$ cat src/rtl/matrix_frame_arbiter.sv
// Purpose: arbitrates two 64-bit frame sources onto an 8x8 LED matrix and row-scans the latched frame.
// Latency: row/column pins lag scan state by one clock; grant/ack/frame-done update on the frame-boundary edge.
// Backpressure: none; requests are levels sampled only at frame boundaries, o_Ack confirms each latch.
module matrix_frame_arbiter #(
  parameter int ROW_DIV     = 1024,
  parameter int DEAD        = 2,
  parameter int HOLD_FRAMES = 4
) (
  input  logic        i_CLK,
  input  logic        i_RST,
  input  logic [1:0]  i_Req,
  input  logic [63:0] i_Data0,
  input  logic [63:0] i_Data1,
  input  logic        i_Blank,
  output logic [1:0]  o_Gnt,
  output logic [1:0]  o_Ack,
  output logic        o_Frame_Done,
  output logic [7:0]  o_Rows,
  output logic [7:0]  o_Columns
);

  localparam int PW = (ROW_DIV > 2) ? $clog2(ROW_DIV) : 1;
  localparam int HW = (HOLD_FRAMES > 2) ? $clog2(HOLD_FRAMES) : 1;
  localparam logic [PW-1:0] P_MAX  = PW'(ROW_DIV - 1);
  localparam logic [PW-1:0] DEAD_V = PW'(DEAD);
  localparam logic [HW-1:0] H_MAX  = HW'(HOLD_FRAMES - 1);

  typedef enum logic [1:0] {
    OWN_NONE = 2'd0,
    OWN_0    = 2'd1,
    OWN_1    = 2'd2
  } owner_t;

  owner_t        owner_q, owner_d;
  logic [PW-1:0] p_q, p_d;
  logic [2:0]    r_q, r_d;
  logic [HW-1:0] h_q, h_d;
  logic          last_q, last_d;
  logic [63:0]   frame_buf_q, frame_buf_d;
  logic [1:0]    gnt_q, gnt_d;
  logic [1:0]    ack_q, ack_d;
  logic          done_q, done_d;
  logic [7:0]    rows_q, rows_d;
  logic [7:0]    cols_q, cols_d;

  logic tick;
  logic boundary;
  logic own_idx;
  logic blank;

  assign tick     = (p_q == P_MAX);
  assign boundary = tick && (r_q == 3'd7);
  assign own_idx  = (owner_q == OWN_1);

  // Scan counters plus the boundary-time arbitration decision and frame latch.
  always_comb begin
    p_d         = tick ? '0 : p_q + PW'(1);
    r_d         = tick ? r_q + 3'd1 : r_q;
    owner_d     = owner_q;
    h_d         = h_q;
    last_d      = last_q;
    frame_buf_d = frame_buf_q;
    gnt_d       = gnt_q;
    ack_d       = 2'b00;
    done_d      = boundary;
    if (boundary) begin
      if ((owner_q != OWN_NONE) && i_Req[own_idx]) begin
        if (h_q < H_MAX) begin
          h_d = h_q + HW'(1);
        end else if (i_Req[~own_idx]) begin
          owner_d = own_idx ? OWN_0 : OWN_1;
          h_d     = '0;
          last_d  = ~own_idx;
        end
      end else begin
        // Owner released or display idle: prefer whoever was not served last.
        h_d = '0;
        if (i_Req[~last_q]) begin
          owner_d = last_q ? OWN_0 : OWN_1;
          last_d  = ~last_q;
        end else if (i_Req[last_q]) begin
          owner_d = last_q ? OWN_1 : OWN_0;
        end else begin
          owner_d = OWN_NONE;
        end
      end
      case (owner_d)
        OWN_0: begin
          frame_buf_d = i_Data0;
          ack_d       = 2'b01;
          gnt_d       = 2'b01;
        end
        OWN_1: begin
          frame_buf_d = i_Data1;
          ack_d       = 2'b10;
          gnt_d       = 2'b10;
        end
        default: begin
          gnt_d = 2'b00;
        end
      endcase
    end
  end

  // Row/column drive from the current scan position; dead time blanks the start of each row.
  always_comb begin
    blank  = i_Blank || (p_q < DEAD_V);
    rows_d = 8'h00;
    cols_d = 8'hFF;
    if (!blank) begin
      rows_d = 8'h01 << r_q;
      cols_d = ~frame_buf_q[{r_q, 3'b000} +: 8];
    end
  end

  // All state and outputs registered; reset blanks the matrix immediately.
  always_ff @(posedge i_CLK or posedge i_RST) begin
    if (i_RST) begin
      owner_q     <= OWN_NONE;
      p_q         <= '0;
      r_q         <= 3'd0;
      h_q         <= '0;
      last_q      <= 1'b1;
      frame_buf_q <= 64'd0;
      gnt_q       <= 2'b00;
      ack_q       <= 2'b00;
      done_q      <= 1'b0;
      rows_q      <= 8'h00;
      cols_q      <= 8'hFF;
    end else begin
      owner_q     <= owner_d;
      p_q         <= p_d;
      r_q         <= r_d;
      h_q         <= h_d;
      last_q      <= last_d;
      frame_buf_q <= frame_buf_d;
      gnt_q       <= gnt_d;
      ack_q       <= ack_d;
      done_q      <= done_d;
      rows_q      <= rows_d;
      cols_q      <= cols_d;
    end
  end

  assign o_Gnt        = gnt_q;
  assign o_Ack        = ack_q;
  assign o_Frame_Done = done_q;
  assign o_Rows       = rows_q;
  assign o_Columns    = cols_q;

endmodule

$ cat config.mk
export PLATFORM = sky130hd
export DESIGN_NAME = matrix_frame_arbiter
export DESIGN_NICKNAME = d
export VERILOG_FILES = /design/src/rtl/matrix_frame_arbiter.sv
export SDC_FILE = /design/constraint.sdc
export NUM_CORES = 1
export LEC_CHECK = 0
export ABC_AREA = 0
export CAP_MARGIN = 5
export CORE_MARGIN = 5
export CORE_UTILIZATION = 51
export CTS_CLUSTER_DIAMETER = 120
export CTS_CLUSTER_SIZE = 12
export DETAILED_ROUTE_END_ITERATION = 12
export GPL_ROUTABILITY_DRIVEN = 0
export GPL_TIMING_DRIVEN = 0
export PLACE_DENSITY = 0.94
export SYNTH_ARGS = -nofsm -noshare
export SYNTH_HDL_FRONTEND = slang
export SYNTH_SLANG_ARGS = --single-unit
$ cat constraint.sdc
create_clock -name i_CLK -period 10.65 [get_ports i_CLK]
set_clock_uncertainty 0.2 [all_clocks]
set_input_delay 1.5975 -clock i_CLK [delete_from_list [all_inputs] [get_ports i_CLK]]
set_output_delay 1.5975 -clock i_CLK [all_outputs]
set_load 0.1 [all_outputs]
==> impl_metrics.toml, run 1 <==
# flow metrics
[route]
ant_nets = 0
post_drt_via_cell_ratio = 5.56
top_layer = "met4"
dr.first_iter.drc_count = 233
wl_met1_mm = 5.11
dr.pass1.iters = 5
drc = 0
wl_met2_mm = 7.27
wl_met3_mm = 1.14

[cells_and_area]
area_growth_pct = 37.4
buffer_area_share_pct = 24.3
comb_share_pct = 33.3
fillCellCount = 658
num-multi-input-gates = 333
reg.largest.list = "frame_buf_q x64, p_q x10"
clockBufferCount = 10
final_nets = 781
fin_util_pct = 71.8
sh_seq_area_pct = 36.9
final_area_um2 = 7020
stdcell_count = 776
nonClockBufferCount = 181
antenna_cells = 0
inverters = 10
clkCellAreaFrac_pct = 2.62
final_cell_mix = "clkdlybuf4s50_1 (153), nand2_1 (102), dfrtp_1 (94)"
drive_gt1_share_pct = 10.1
layout_top_cell = "clkdlybuf4s50_1"
regMostFlops = "frame_buf_q"
largest_class = "sequential cells"
logic_area_um2 = 2340
largest_register_ffs = 64
ff_latch_area_um2 = 2590

[die]
initial_core_util_pct = 52.3
tap_cells = 133
top_level_ports = 154
core_um2 = 9770
die_h_um = 110
die_area_um2 = 12100
die_w_um = 110
num_rows = 36

[grt]
gr-total-overflow = 0
first_global_vias = 4537
antenna_found_initial = 0
gr-usage-met1_pct = 28.5
grt_use_met2_pct = 40.3
grt_pass1_wl_mm = 21.9
grt_max_degree = 57
top_usage_layer = "met2"

[synthesis]
synth_chip_area_um2 = 5110
avgSynthCellArea_um2 = 10.8
synthCells = 473
yosys_warnings = 0
synth_area_um2 = 5110
ys.flop_type = "dfrtp_1"
xor_area_share_pct = 1.20
area_leaders = "dfrtp_1 (46%), mux2i_1 (13%), nand2_1 (7.5%)"
syn_nets = 616
synth.distinct_cells = 44
mux_area_share_pct = 20.2
ys_ff = 103
logic_family = "multiplexers"
synthAoiAreaFrac_pct = 9.04
largest_area_cell = "dfrtp_1"
adder_share_pct = 2.45
yosysTopAreaCellShare_pct = 46.0
ys_sh_simple_pct = 12.9
ys_seq_share_pct = 50.7
postSynth.asyncResetShare_pct = 100
ys_cells = 473
edf_count = 0

[placement]
port_buffers = 153
dp_hpwl_mm = 11.0
dp_slack_ps = 6070
place_inst = 760
placed_area_um2 = 6840

[pwr]
maxPowerGroup = "registers"
power_density_nw_per_um2 = 114
p_comb_share_pct = 17.9
p_sw_share_pct = 27.0
sequentialPower_mw = 0.432
ir_drop_mv = 0.0609
comb-power_mw = 0.144
clkPwrFrac_pct = 28.4
pwr-share-seq_pct = 53.7
p_total_mw = 0.804
p_switching_mw = 0.217
p_leak_nw = 3.05

[critical_path]
cp_slowest_cell = "clkbuf_1"
arrival_ps = 4250
crit_type = "in -> reg"
crit_chain = "clkdlybuf4s50_1 -> a22oi_1 -> o2bb2ai_1 -> ha_1 -> buf_2 -> clkbuf_1 -> mux2i_1 -> o21ai_0"
ff2ff_path_depth = 9
cp.required_ps = 10690
ff2ff_setup_slack_ps = 7360
r2r_end = "frame_buf_q[30]"
startpoint_type = "input port"
cp_max_fo = 10
r2r-start = "h_q[0]"
crit_path_end_kind = "flop"
cp-startpoint = "i_Req[0]"
cpPeakStageDelay_ps = 630

[clocking]
cts_buffers = 9
postCtsSetupBuffers = 0
clock-sinks = 103
clock_latency_ps = 360
cts_resized = 0
htreeDepth = 3
cts.path.max_buffers = 2
cts_hold_buf = 0
clk_pin_slew_ps = 100
cts_root_buf = "clkbuf_8"
cts_tree = "done"

[final_timing]
rsz0062_at_grt = "no"
setup_viol = 0
slew_headroom_pct = 33.9
max_clock_freq_mhz = 237
finalWorstSetupSlack_ps = 6430
holdWs_ps = 280
fin_crit_sh_pct = 39.6
finalSetupTns_ps = 0
hold_violations = 0
tightest_slew_ps = 988
final_max_slew_viol_count = 0
fin_crit_ps = 4220

[worst_hold_path]
hold_depth = 1
hold_path_startpoint = "o_Gnt[1]"
hp-class = "reg -> reg"
min_to = "o_Gnt[1]"

[run_status]
status = "finished, final reports clean"

[run]
warning_count = 31
drv_cap = 0
-- run 1: cells in the mapped netlist (8+ instances only) --
cell and n:
and2_1 9, buf_2 8, clkbuf_1 11, dfrtp_1 94, dfstp_2 9, ha_1 10, inv_1 9, mux2i_1 66
mux4_2 16, nand2_1 102, nor2_1 8, o21ai_0 52, o21ai_1 20
-- run 1: worst max path at each step --
stage	to	slack, ps	depth (start not counted)
after floorplan	frame_buf_q[0]	6160	1
after global placement	frame_buf_q[0]	4990	2
after detailed placement	frame_buf_q[30]	6070	8
after CTS	frame_buf_q[30]	6460	8
after global routing	frame_buf_q[63]	6290	8
final	frame_buf_q[30]	6430	8
-- run 1: critical path: cells and delay by family --
family,cells,cell delay [ps]
compound gates,3,520
fa+ha+maj,1,240
buf+inv,3,1550
mux,1,330
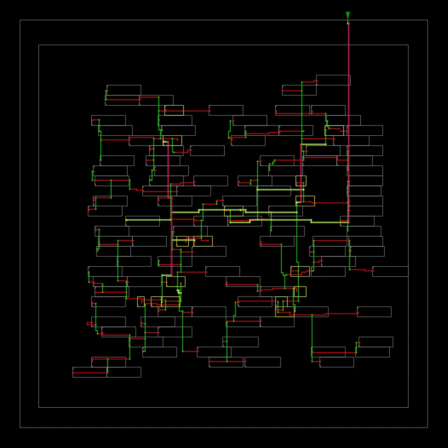
Figure 1: run 1, clock wiring as the flow saved it.
Seq cells: 103
clock-net power: 0.228 mW

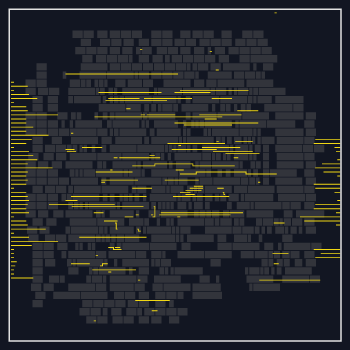
Figure 2: run 1, met3 routing.
Scale: 3 px per µm.
nets with wire on the layer	135
wire length on this layer	1140 µm
longest straight run	42.3 µm
main direction	horizontal
DRT Wirelength: 13.9 mm
met3 usage: 5.30%
vias: 4313

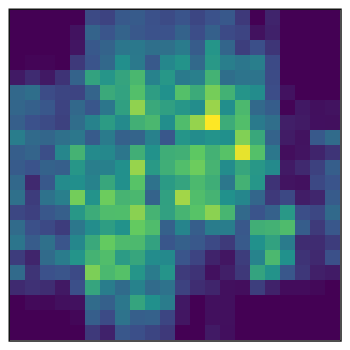
Figure 3: run 1, routed metal per tile.
Scale: 3 px per µm. The die is cut into 22 by 22 equal tiles; dark purple is low, yellow is high, scaled to the fullest tile. Values are wire area over tile area, all layers added.
mean over tiles	0.19
nearly empty tiles	16%
densest ninth of the die	centre
tiles over half the peak	24%
fullest tile	0.61
Avg WL per Cell: 17.9 µm
all-layer global routing usage: 23.5%

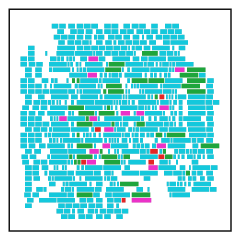
Figure 4: run 1, sizing map.
Scale: 2 px per µm.
colour	size	cells	share
magenta	drive 6 and up	15	2.3%
cyan	drive 1 or less	578	90%
red	drive 3 to 4	7	1.1%
green	drive 2	43	6.7%

--- run 2 (diff from run 1) ---
--- a/config.mk
+++ b/config.mk
@@ -8,13 +8,13 @@
 export ABC_AREA = 0
 export CAP_MARGIN = 5
 export CORE_MARGIN = 5
-export CORE_UTILIZATION = 51
+export CORE_UTILIZATION = 47
 export CTS_CLUSTER_DIAMETER = 120
 export CTS_CLUSTER_SIZE = 12
 export DETAILED_ROUTE_END_ITERATION = 12
 export GPL_ROUTABILITY_DRIVEN = 0
 export GPL_TIMING_DRIVEN = 0
-export PLACE_DENSITY = 0.94
+export PLACE_DENSITY = 0.88
 export SYNTH_ARGS = -nofsm -noshare
 export SYNTH_HDL_FRONTEND = slang
 export SYNTH_SLANG_ARGS = --single-unit
==> constraint.sdc (replaced) <==
create_clock -name i_CLK -period 4 [get_ports i_CLK]
set_clock_uncertainty 0.2 [all_clocks]
set_input_delay 0.6 -clock i_CLK [delete_from_list [all_inputs] [get_ports i_CLK]]
set_output_delay 0.6 -clock i_CLK [all_outputs]
set_load 0.1 [all_outputs]
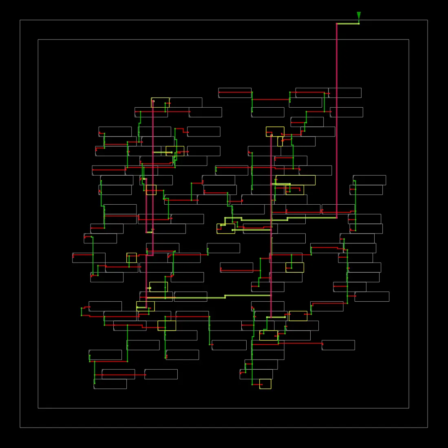
Figure 5: run 2, clock wiring as the flow saved it.
clk latency late pin: 370 ps
clock-net power: 0.679 mW

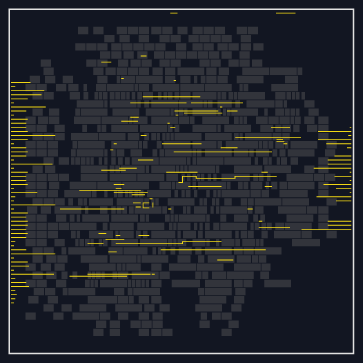
Figure 6: run 2, met3 routing.
Scale: 3 px per µm.
nets with wire on the layer	119
wire length on this layer	893 µm
DRT Wirelength: 13.6 mm
vias: 4326
met3 usage: 4.02%

==> run 2 against run 1 <==
Net effect:
- routed wire length fell by 2.5%
- synthesized cell count did not move
- via count grew 0.30%
- sequential cell count unchanged
- highest routed layer unchanged
- design area up 0.48%
- register-to-register slack got worse by 6600 ps
- first-iteration DRC count increased by 0.86%
- largest cell class unchanged
- sequential power increased to 2.7 times the previous value
- cell count up 0.90%
==> impl_metrics.toml, run 2 <==
# flow metrics
[cells_and_area]
drive_gt1_share_pct = 9.95
fin_util_pct = 65.7
layout_top_cell = "clkdlybuf4s50_1"
final_cell_mix = "clkdlybuf4s50_1 (153), nand2_1 (102), dfrtp_1 (94)"
regMostFlops = "frame_buf_q"
antenna_cells = 0
final_nets = 781
fillCellCount = 849
stdcell_count = 783

[grt]
first_global_vias = 4547
grt_max_degree = 62
antenna_found_initial = 0
gr-usage-met1_pct = 25.0

[synthesis]
synth.cells.most_frequent = "nand2_1 (102), dfrtp_1 (94), mux2i_1 (66)"
avgSynthCellArea_um2 = 10.8
edf_count = 0
ys.flop_type = "dfrtp_1"
ys_cells = 473
syn_nets = 616
synth_area_um2 = 5110
postSynth.asyncResetShare_pct = 100
ys_ff = 103
top_cell = "nand2_1"
largest_area_cell = "dfrtp_1"
synth_chip_area_um2 = 5110
ys_seq_share_pct = 50.7

[worst_hold_path]
min_to = "o_Gnt[0]"
hp-class = "reg -> reg"

[clocking]
cts_buffers = 9
cts_resized = 0
htreeDepth = 3
cts_root_buf = "clkbuf_8"
cts_tree = "done"
cts_hold_buf = 0

[die]
die_h_um = 114
core_um2 = 10700
die_area_um2 = 13100
die_w_um = 114
top_level_ports = 154

[critical_path]
endpoint = "frame_buf_q[38]"
path_depth = 9
cp.required_ps = 4040
cpPeakStageDelay_ps = 610
cp-startpoint = "h_q[0]"
ff2ff_path_depth = 9
crit_type = "reg -> reg"
r2r-start = "h_q[0]"
r2r_end = "frame_buf_q[38]"
crit_path_end_kind = "flop"
cp_slowest_cell = "clkbuf_1"
arrival_ps = 3270
ff2ff_setup_slack_ps = 760
path_buffers = 2
crit_chain = "ha_1 -> nand2b_1 -> o211a_1 -> o21ai_0 -> ha_1 -> buf_2 -> clkbuf_1 -> mux2i_1 -> o21ai_0"

[final_timing]
slew_headroom_pct = 34.5
finalWorstSetupSlack_ps = 763
holdWs_ps = 287
tightest_slew_ps = 979
fin_crit_ps = 3240
fin_crit_sh_pct = 80.9
final_max_slew_viol_count = 0
rsz0062_at_grt = "no"
finalSetupTns_ps = 0

[pwr]
p_sw_share_pct = 25.7
comb-power_mw = 0.382
p_switching_mw = 0.568
p_leak_nw = 3.06
p_comb_share_pct = 17.3
p_total_mw = 2.21
maxPowerGroup = "registers"
clkPwrFrac_pct = 30.7
sequentialPower_mw = 1.15

[route]
wl_met3_um = 893
wl_met1_mm = 5.12
drc = 0
route.detailed.wl_per_inst_um = 17.3
dr.first_iter.drc_count = 235
top_layer = "met4"
ant_nets = 0
post_drt_via_cell_ratio = 5.52

[run_status]
status = "finished, final reports clean"

[run]
warning_count = 31

[placement]
place_inst = 767
port_buffers = 153
placed_area_um2 = 6850
==> run 2: cells by family after synthesis <==
| kind of cell | after synthesis | share of synthesized area (%) |
|---|---|---|
| buf+inv | 37 | 3.60 |
| fa+ha+maj | 10 | 2.45 |
| mux | 83 | 20.2 |
| compound gates | 86 | 9.04 |
| simple gates | 147 | 12.9 |
| xor+xnor | 7 | 1.20 |
| flops | 103 | 50.7 |
==> run 2: cell type report <==
| type | count | area, µm² | share of cell area, % |
|---|---|---|---|
| timing repair buffer | 154 | 1560 | 22.1 |
| clock inverter | 4 | 53.8 | 0.763 |
| buffer | 27 | 146 | 2.07 |
| tap | 140 | 175 | 2.48 |
| sequential | 103 | 2590 | 36.7 |
| clock buffer | 12 | 155 | 2.20 |
| multi-input combinational | 333 | 2340 | 33.1 |
| inverter | 10 | 40.0 | 0.567 |
--- run 3 (diff from run 2) ---
--- a/config.mk
+++ b/config.mk
@@ -8,13 +8,13 @@
 export ABC_AREA = 0
 export CAP_MARGIN = 5
 export CORE_MARGIN = 5
-export CORE_UTILIZATION = 47
+export CORE_UTILIZATION = 43
 export CTS_CLUSTER_DIAMETER = 120
 export CTS_CLUSTER_SIZE = 12
 export DETAILED_ROUTE_END_ITERATION = 12
 export GPL_ROUTABILITY_DRIVEN = 0
 export GPL_TIMING_DRIVEN = 0
-export PLACE_DENSITY = 0.88
+export PLACE_DENSITY = 0.85
 export SYNTH_ARGS = -nofsm -noshare
 export SYNTH_HDL_FRONTEND = slang
 export SYNTH_SLANG_ARGS = --single-unit
==> constraint.sdc (replaced) <==
create_clock -name i_CLK -period 2.9 [get_ports i_CLK]
set_clock_uncertainty 0.2 [all_clocks]
set_input_delay 0.435 -clock i_CLK [delete_from_list [all_inputs] [get_ports i_CLK]]
set_output_delay 0.435 -clock i_CLK [all_outputs]
set_load 0.1 [all_outputs]
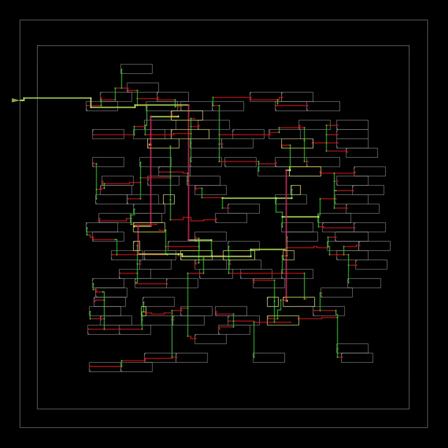
Figure 7: run 3, clock wiring as the flow saved it.
number of clock buffers in the layout: 10
clk latency late pin: 340 ps
clock-net power: 1.21 mW
CTS Buf Count: 9

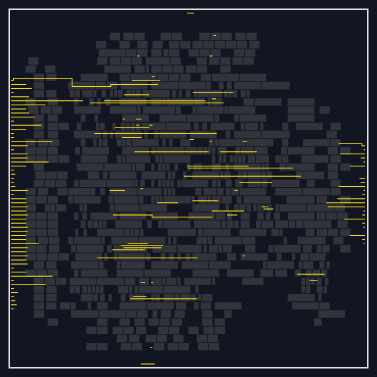
Figure 8: run 3, met3 routing.
Scale: 3 px per µm.
wire length on this layer	918 µm
nets with wire on the layer	111
longest straight run	44.2 µm
main direction	horizontal
share of all routed wire	6.7%
DRT Wirelength: 13.7 mm
vias: 4209

==> run 3 against run 2 <==
Net effect:
- non-clock buffer count grew 1
- setup slack got worse by 610 ps
- critical path depth rose by 1
- sequential share of layout area is 0.68 points lower
- sequential cell count unchanged
==> impl_metrics.toml, run 3 <==
# flow metrics
[run_status]
status = "finished, final reports clean"

[critical_path]
r2r-start = "h_q[0]"
path_buffers = 4
cpPeakStageDelay_ps = 630
crit_type = "in -> reg"
crit_chain = "clkdlybuf4s50_1 -> a22oi_1 -> o2bb2ai_2 -> inv_1 -> ha_1 -> or4_4 -> buf_6 -> buf_6 -> nand2_1 -> o21ai_1"
cp.required_ps = 2920
crit_path_end_kind = "flop"
arrival_ps = 2770
cp-startpoint = "i_Req[0]"
startpoint_type = "input port"
cp_slowest_cell = "clkdlybuf4s50_1"

[synthesis]
avgSynthCellArea_um2 = 10.8
yosys_warnings = 0
area_leaders = "dfrtp_1 (46%), mux2i_1 (13%), nand2_1 (7.5%)"
largest_area_cell = "dfrtp_1"
ys_sh_simple_pct = 12.9
synthAoiAreaFrac_pct = 9.04
ys.flop_type = "dfrtp_1"
yosysTopAreaCellShare_pct = 46.0
ys_cells = 473
synth_chip_area_um2 = 5110
logic_family = "multiplexers"
synth.cells.most_frequent = "nand2_1 (102), dfrtp_1 (94), mux2i_1 (66)"
synthCells = 473
synth.distinct_cells = 44
xor_area_share_pct = 1.20
synth_area_um2 = 5110
top_cell = "nand2_1"
mux_area_share_pct = 20.2

[clocking]
cts_tree = "done"
htreeDepth = 3
cts.path.max_buffers = 2
postCtsSetupBuffers = 1
clock-sinks = 103
cts_resized = 9
cts_hold_buf = 0
cts_root_buf = "clkbuf_16"
clk_pin_slew_ps = 70

[route]
route.detailed.wl_per_inst_um = 17.4
dr.pass1.iters = 4
wl_met3_um = 918
wl_met2_mm = 7.17
dr.first_iter.drc_count = 277
post_drt_via_cell_ratio = 5.35
ant_nets = 0
wl_met1_mm = 5.31
top_layer = "met4"
drc = 0

[die]
core_um2 = 11500
top_level_ports = 154
die_w_um = 119
initial_core_util_pct = 44.4
die_h_um = 119

[grt]
top_usage_layer = "met2"
use_met3_pct = 4.74
grt_usage_pct = 20.0
first_global_vias = 4703
gr-total-overflow = 0
grt_use_met2_pct = 35.7
grt_max_degree = 40
gr-usage-met1_pct = 23.4
grt_pass1_wl_mm = 22.8

[worst_hold_path]
hp-class = "reg -> reg"
hold_path_startpoint = "frame_buf_q[43]"

[cells_and_area]
final_nets = 782
reg.largest.list = "frame_buf_q x64, p_q x10"
layout_top_cell = "clkdlybuf4s50_1"
logic_area_um2 = 2360
drive_gt1_share_pct = 11.5
largest_register_ffs = 64
area_growth_pct = 40.7
final_cell_mix = "clkdlybuf4s50_1 (153), nand2_1 (102), dfrtp_1 (94)"
antenna_cells = 0
fillCellCount = 922
stdcell_count = 787
ff_latch_area_um2 = 2590

[final_timing]
slew_headroom_pct = 31.4
finalWorstSetupSlack_ps = 152
rsz0062_at_grt = "no"
tightest_slew_ps = 1030
finalSetupTns_ps = 0
setup_viol = 0
fin_crit_ps = 2750
holdWs_ps = 287
final_max_slew_viol_count = 0
hold_violations = 0

[pwr]
maxPowerGroup = "registers"
p_leak_nw = 3.12
p_total_mw = 3.32
p_sw_share_pct = 25.0
power_density_nw_per_um2 = 462
clkPwrFrac_pct = 36.5
pwr-share-seq_pct = 47.7
comb-power_mw = 0.525

[placement]
place_inst = 771
port_buffers = 153

[run]
warning_count = 31
## run 3: cell types whose count changed in the layout (fill, tap and decap cells not counted), sizes merged
cell	previous run	this run
buf	13	14
inv	9	10
clkinv	2	3
clkbuf	27	25
## run 3: worst paths after layout
check,endpoint,slack [ps],depth (start not counted)
worst max register to register,frame_buf_q[6],170,11
max in group asynchronous,o_Columns[2],1210,4
min in group asynchronous,frame_buf_q[55],390,2
worst min-delay path,frame_buf_q[43],290,2
worst max-delay path,frame_buf_q[6],150,10
worst min register to register,frame_buf_q[43],290,2
## run 3: cell type report
class                   count  share of cell area [%]
plain buffers              26                    1.98
clock buffers              10                    3.19
clock inverters             6                   0.957
inverters                  10                   0.574
multi-input cells         333                    32.8
flip-flops and latches    103                    36.0
well taps                 143                    2.49
repair buffers            156                    22.0
Power is estimated from default activity; no workload was simulated.
